registers.png
(8 px per micron) Other sequential cells in the stronger gray, the rest of the logic in the fainter gray.
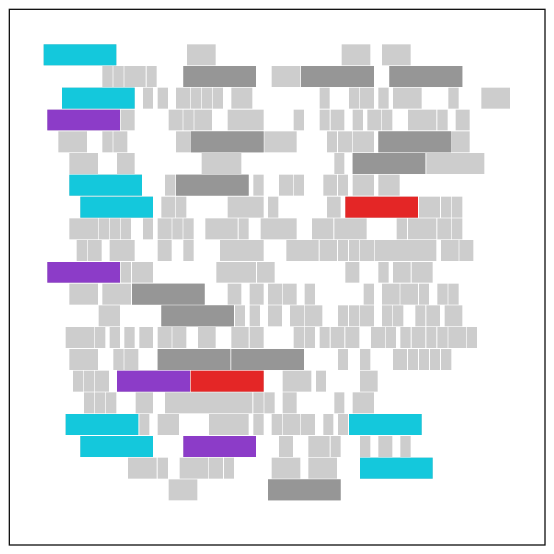
metal_stack.png
(6 px per micron) Two of the layers only.
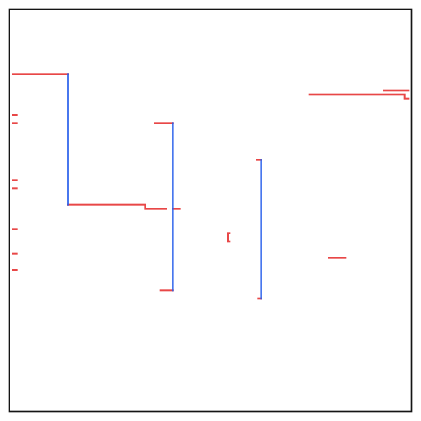
===== src/rtl/edge_evt_pkg.sv =====
// Shared constants for the edge event arbiter: channel detector encodings,
// default sizing and round-robin index arithmetic.
package edge_evt_pkg;

    localparam int N_CH_DEFAULT = 4;
    localparam int CH_W_DEFAULT = 2;

    localparam logic [1:0] ST_IDLE = 2'b00;
    localparam logic [1:0] ST_LOW  = 2'b01;
    localparam logic [1:0] ST_HIGH = 2'b10;

    // Channel index reached by stepping ofs places from base, wrapping at n.
    function automatic int rr_index(input int base, input int ofs, input int n);
        return (base + ofs) % n;
    endfunction

endpackage


===== src/rtl/edge_event_arbiter_if.sv =====
// Channel inputs and the single-slot event output of the edge event arbiter.
interface edge_event_arbiter_if
    import edge_evt_pkg::*;
#(
    parameter int N_CH = N_CH_DEFAULT,
    parameter int CH_W = CH_W_DEFAULT
);
    logic [N_CH-1:0] en;
    logic [N_CH-1:0] q;
    logic [N_CH-1:0] ovf;
    logic            ovf_clr;
    logic            evt_valid;
    logic            evt_ready;
    logic [CH_W-1:0] evt_ch;
    logic            evt_rise;

    modport master (
        output en, q, ovf_clr, evt_ready,
        input  evt_valid, evt_ch, evt_rise, ovf
    );

    modport slave (
        input  en, q, ovf_clr, evt_ready,
        output evt_valid, evt_ch, evt_rise, ovf
    );
endinterface


===== src/rtl/edge_chan_fsm.sv =====
// One monitored channel: level/edge detector, single-entry pending record
// and sticky lost-event flag.
//
// state   | meaning
// --------+-----------------------------------------------------------
// IDLE    | disabled or just out of reset; next sample sets the level
// LOW     | last sample was 0; a 1 produces a rise event
// HIGH    | last sample was 1; a 0 produces a fall event
module edge_chan_fsm
    import edge_evt_pkg::*;
(
    input  logic clk,
    input  logic reset,
    input  logic en,
    input  logic q,
    input  logic grant,
    input  logic ovf_clr,
    output logic pend,
    output logic pol,
    output logic ovf
);
    logic [1:0] state;
    logic       evt;
    logic       ovf_set;

    always_comb begin
        evt = 1'b0;
        if (en) begin
            case (state)
                ST_LOW:  evt = q;
                ST_HIGH: evt = ~q;
                default: evt = 1'b0;
            endcase
        end
    end

    // A grant in the same cycle frees the entry, so the new event fits.
    assign ovf_set = evt && pend && !grant;

    always_ff @(posedge clk or posedge reset) begin
        if (reset) begin
            state <= ST_IDLE;
            pend  <= 1'b0;
            pol   <= 1'b0;
            ovf   <= 1'b0;
        end else begin
            if (!en)
                state <= ST_IDLE;
            else
                state <= q ? ST_HIGH : ST_LOW;

            if (!en) begin
                pend <= 1'b0;
            end else if (evt && (!pend || grant)) begin
                pend <= 1'b1;
                pol  <= q;
            end else if (grant) begin
                pend <= 1'b0;
            end

            if (ovf_set)
                ovf <= 1'b1;
            else if (ovf_clr)
                ovf <= 1'b0;
        end
    end
endmodule


===== src/rtl/edge_event_arbiter.sv =====
// Edge event arbiter: N_CH edge detectors feeding a round-robin arbiter and
// a single valid/ready output slot that refills on the accepting edge.
module edge_event_arbiter
    import edge_evt_pkg::*;
#(
    parameter int N_CH = N_CH_DEFAULT,
    parameter int CH_W = CH_W_DEFAULT
) (
    input logic                 clk,
    input logic                 reset,
    edge_event_arbiter_if.slave bus
);
    logic [N_CH-1:0] pend;
    logic [N_CH-1:0] pol;
    logic [N_CH-1:0] ovf_bits;
    logic [N_CH-1:0] req;
    logic [N_CH-1:0] grant;
    logic [CH_W-1:0] rr_ptr;
    logic [CH_W-1:0] cand;
    logic [CH_W-1:0] gnt_idx;
    logic            gnt_found;
    logic            slot_free;
    logic            evt_valid_r;
    logic [CH_W-1:0] evt_ch_r;
    logic            evt_rise_r;

    for (genvar i = 0; i < N_CH; i++) begin : g_chan
        edge_chan_fsm u_chan (
            .clk     (clk),
            .reset   (reset),
            .en      (bus.en[i]),
            .q       (bus.q[i]),
            .grant   (grant[i]),
            .ovf_clr (bus.ovf_clr),
            .pend    (pend[i]),
            .pol     (pol[i]),
            .ovf     (ovf_bits[i])
        );
    end

    // A disabled channel's pending bit is being cleared this edge; never grant it.
    assign req       = pend & bus.en;
    assign slot_free = !evt_valid_r || bus.evt_ready;

    always_comb begin
        gnt_found = 1'b0;
        gnt_idx   = '0;
        cand      = '0;
        for (int k = 0; k < N_CH; k++) begin
            cand = CH_W'(rr_index(int'(rr_ptr), k, N_CH));
            if (!gnt_found && req[cand]) begin
                gnt_found = 1'b1;
                gnt_idx   = cand;
            end
        end
    end

    always_comb begin
        grant = '0;
        if (slot_free && gnt_found)
            grant[gnt_idx] = 1'b1;
    end

    // rr_ptr holds the first channel to search, i.e. last granted + 1.
    always_ff @(posedge clk or posedge reset) begin
        if (reset) begin
            evt_valid_r <= 1'b0;
            evt_ch_r    <= '0;
            evt_rise_r  <= 1'b0;
            rr_ptr      <= '0;
        end else if (slot_free) begin
            if (gnt_found) begin
                evt_valid_r <= 1'b1;
                evt_ch_r    <= gnt_idx;
                evt_rise_r  <= pol[gnt_idx];
                rr_ptr      <= CH_W'(rr_index(int'(gnt_idx), 1, N_CH));
            end else begin
                evt_valid_r <= 1'b0;
            end
        end
    end

    assign bus.evt_valid = evt_valid_r;
    assign bus.evt_ch    = evt_ch_r;
    assign bus.evt_rise  = evt_rise_r;
    assign bus.ovf       = ovf_bits;
endmodule


===== src/flat_wrapper.sv =====
// flat-port wrapper written by rule: the top's interface ports become plain ports
module edge_event_arbiter_flat import edge_evt_pkg::*;
#(
    parameter int N_CH = N_CH_DEFAULT,
    parameter int CH_W = CH_W_DEFAULT
)
  (clk, reset, bus_en, bus_q, bus_ovf_clr, bus_evt_ready, bus_evt_valid, bus_evt_ch, bus_evt_rise, bus_ovf);
  edge_event_arbiter_if #(.N_CH(N_CH), .CH_W(CH_W)) bus_i ();
  input logic clk;
  input logic reset;
  input wire logic [$bits(bus_i.en)-1:0] bus_en;
  input wire logic [$bits(bus_i.q)-1:0] bus_q;
  input wire logic [$bits(bus_i.ovf_clr)-1:0] bus_ovf_clr;
  input wire logic [$bits(bus_i.evt_ready)-1:0] bus_evt_ready;
  output wire logic [$bits(bus_i.evt_valid)-1:0] bus_evt_valid;
  output wire logic [$bits(bus_i.evt_ch)-1:0] bus_evt_ch;
  output wire logic [$bits(bus_i.evt_rise)-1:0] bus_evt_rise;
  output wire logic [$bits(bus_i.ovf)-1:0] bus_ovf;
  assign bus_i.en = bus_en;
  assign bus_i.q = bus_q;
  assign bus_i.ovf_clr = bus_ovf_clr;
  assign bus_i.evt_ready = bus_evt_ready;
  assign bus_evt_valid = bus_i.evt_valid;
  assign bus_evt_ch = bus_i.evt_ch;
  assign bus_evt_rise = bus_i.evt_rise;
  assign bus_ovf = bus_i.ovf;
  edge_event_arbiter #(.N_CH(N_CH), .CH_W(CH_W)) u_core (.clk(clk), .reset(reset), .bus(bus_i));
endmodule

===== config.mk =====
export PLATFORM = sky130hd
export DESIGN_NAME = edge_event_arbiter_flat
export DESIGN_NICKNAME = d
export VERILOG_FILES = /design/src/rtl/edge_evt_pkg.sv /design/src/rtl/edge_event_arbiter_if.sv /design/src/rtl/edge_chan_fsm.sv /design/src/rtl/edge_event_arbiter.sv /design/src/flat_wrapper.sv
export SDC_FILE = /design/constraint.sdc
export NUM_CORES = 1
export LEC_CHECK = 0
export ABC_AREA = 1
export CAP_MARGIN = 10
export CELL_PAD_IN_SITES_DETAIL_PLACEMENT = 0
export CELL_PAD_IN_SITES_GLOBAL_PLACEMENT = 1
export CORE_MARGIN = 4
export CORE_UTILIZATION = 45
export CTS_BUF_LIST = sky130_fd_sc_hd__clkbuf_8
export CTS_CLUSTER_SIZE = 28
export DETAILED_ROUTE_END_ITERATION = 8
export GPL_TIMING_DRIVEN = 1
export HOLD_SLACK_MARGIN = 0.06
export PLACE_DENSITY = 0.84
export SLEW_MARGIN = 10
export SYNTH_ARGS = -nofsm -noshare
export SYNTH_HDL_FRONTEND = slang
export SYNTH_SLANG_ARGS = --single-unit
export TNS_END_PERCENT = 1

===== constraint.sdc =====
create_clock -name clk -period 2.76 [get_ports clk]
set_input_delay 0.828 -clock clk [delete_from_list [all_inputs] [get_ports clk]]
set_output_delay 0.828 -clock clk [all_outputs]
set_load 0.02 [all_outputs]

==> deck_impl_summary.md <==
Flow Results at a Glance

Run status
  – Outcome: finished, final reports clean

Hold path
  – Min-Delay Path Depth: 2
  – Hold Startpoint: u_core.bus.evt_rise$_DFFE_PP0N_
  – Hold WC Path Type: register to register

GRT
  – Initial antenna violation count: 0
  – Most Used Layer, Global Route: met2
  – GR Util met3: 2.361%

Routing
  – Via count: 1357
  – DRC: 0

Synth
  – Synthesis Warnings: 0
  – Mux area share: 0%
  – Post-synth top area cell: dfrtp_1
  – Cell area after synthesis: 1555 sq um
  – Yosys Chip Area: about 1600 sq um
  – Seq share, synth: about two fifths

Timing
  – Actual slew at the worst max-slew pin: 0.4137 ns
  – Pins over their slew limit: 0
  – Clock Skew: 0.01135 ns
  – Period minus WS final: 2.613 ns

Worst setup path
  – CP max FO: 4
  – Cell Chain, Critical Path: clkdlybuf4s50_1 -> nand2_2 -> nand2_1 -> nand2_1 -> nand2_1 -> nand2_2 -> nand3_1 -> nor2_2 -> buf_4 -> o21bai_2 -> ha_1 -> nand2_4 -> nand2_2 -> nand2_1 -> nand2_1 -> nand2_1
  – Worst path bufs/invs: 2
  – FF-to-FF path depth: 14
  – Endpoint class of the critical path: register

Power
  – PD cells: 1206 nW/um^2

Final layout
  – Share of layout cells above drive strength 1: 18.70%

Placed design
  – DP Worst Slack: -0.09106 ns

Clock tree
  – TritonCTS clock tree: built
  – Resize count post-CTS: 0

Floorplanning
  – Starting Density: 46.61%
## Picture notes: registers.png
- cyan: u_core.g_chan.u_chan.state (sequential cells 8)
- purple: u_core.g_chan.u_chan.ovf (sequential cells 4)
- red: u_core.rr_ptr (sequential cells 2)
- not colored: 12
Seq power: 0.000554 W
Util after Layout: 57.41%
Register Area: 650.6 sq um
flop share of the area: 33.96%

## Picture notes: metal_stack.png
- blue: met4 (wire length 72.8 microns)
- red: met3 (wire length 64.0 microns)

kinds of logic (layout without fill, tap and decap cells):
| logic type | Yosys count | in the layout |
|---|---|---|
| buffers and inverters | 35 | 63 |
| adder cells (fa/ha/maj) | 4 | 4 |
| AND-OR/OR-AND | 17 | 17 |
| flip-flops | 26 | 26 |
| AND/OR/NAND/NOR | 120 | 120 |
final cells by class:
class | instances | area share [%]
multi-input cells | 141 | 39.26
inverters | 29 | 5.813
clock inverters | 1 | 1.568
flip-flops and latches | 26 | 33.96
clock buffers | 3 | 2.155
repair buffers | 30 | 14.24
well taps | 46 | 3.005
where the power goes:
group	internal [W]	total (W)	leakage [nW]	switching [W]
logic	0.000593	0.00144	0.625	0.000847
registers	0.000468	0.000554	0.333	0.0000852
clock network	0.000194	0.000317	0.0357	0.000123
Power and IR drop assume default switching activity.
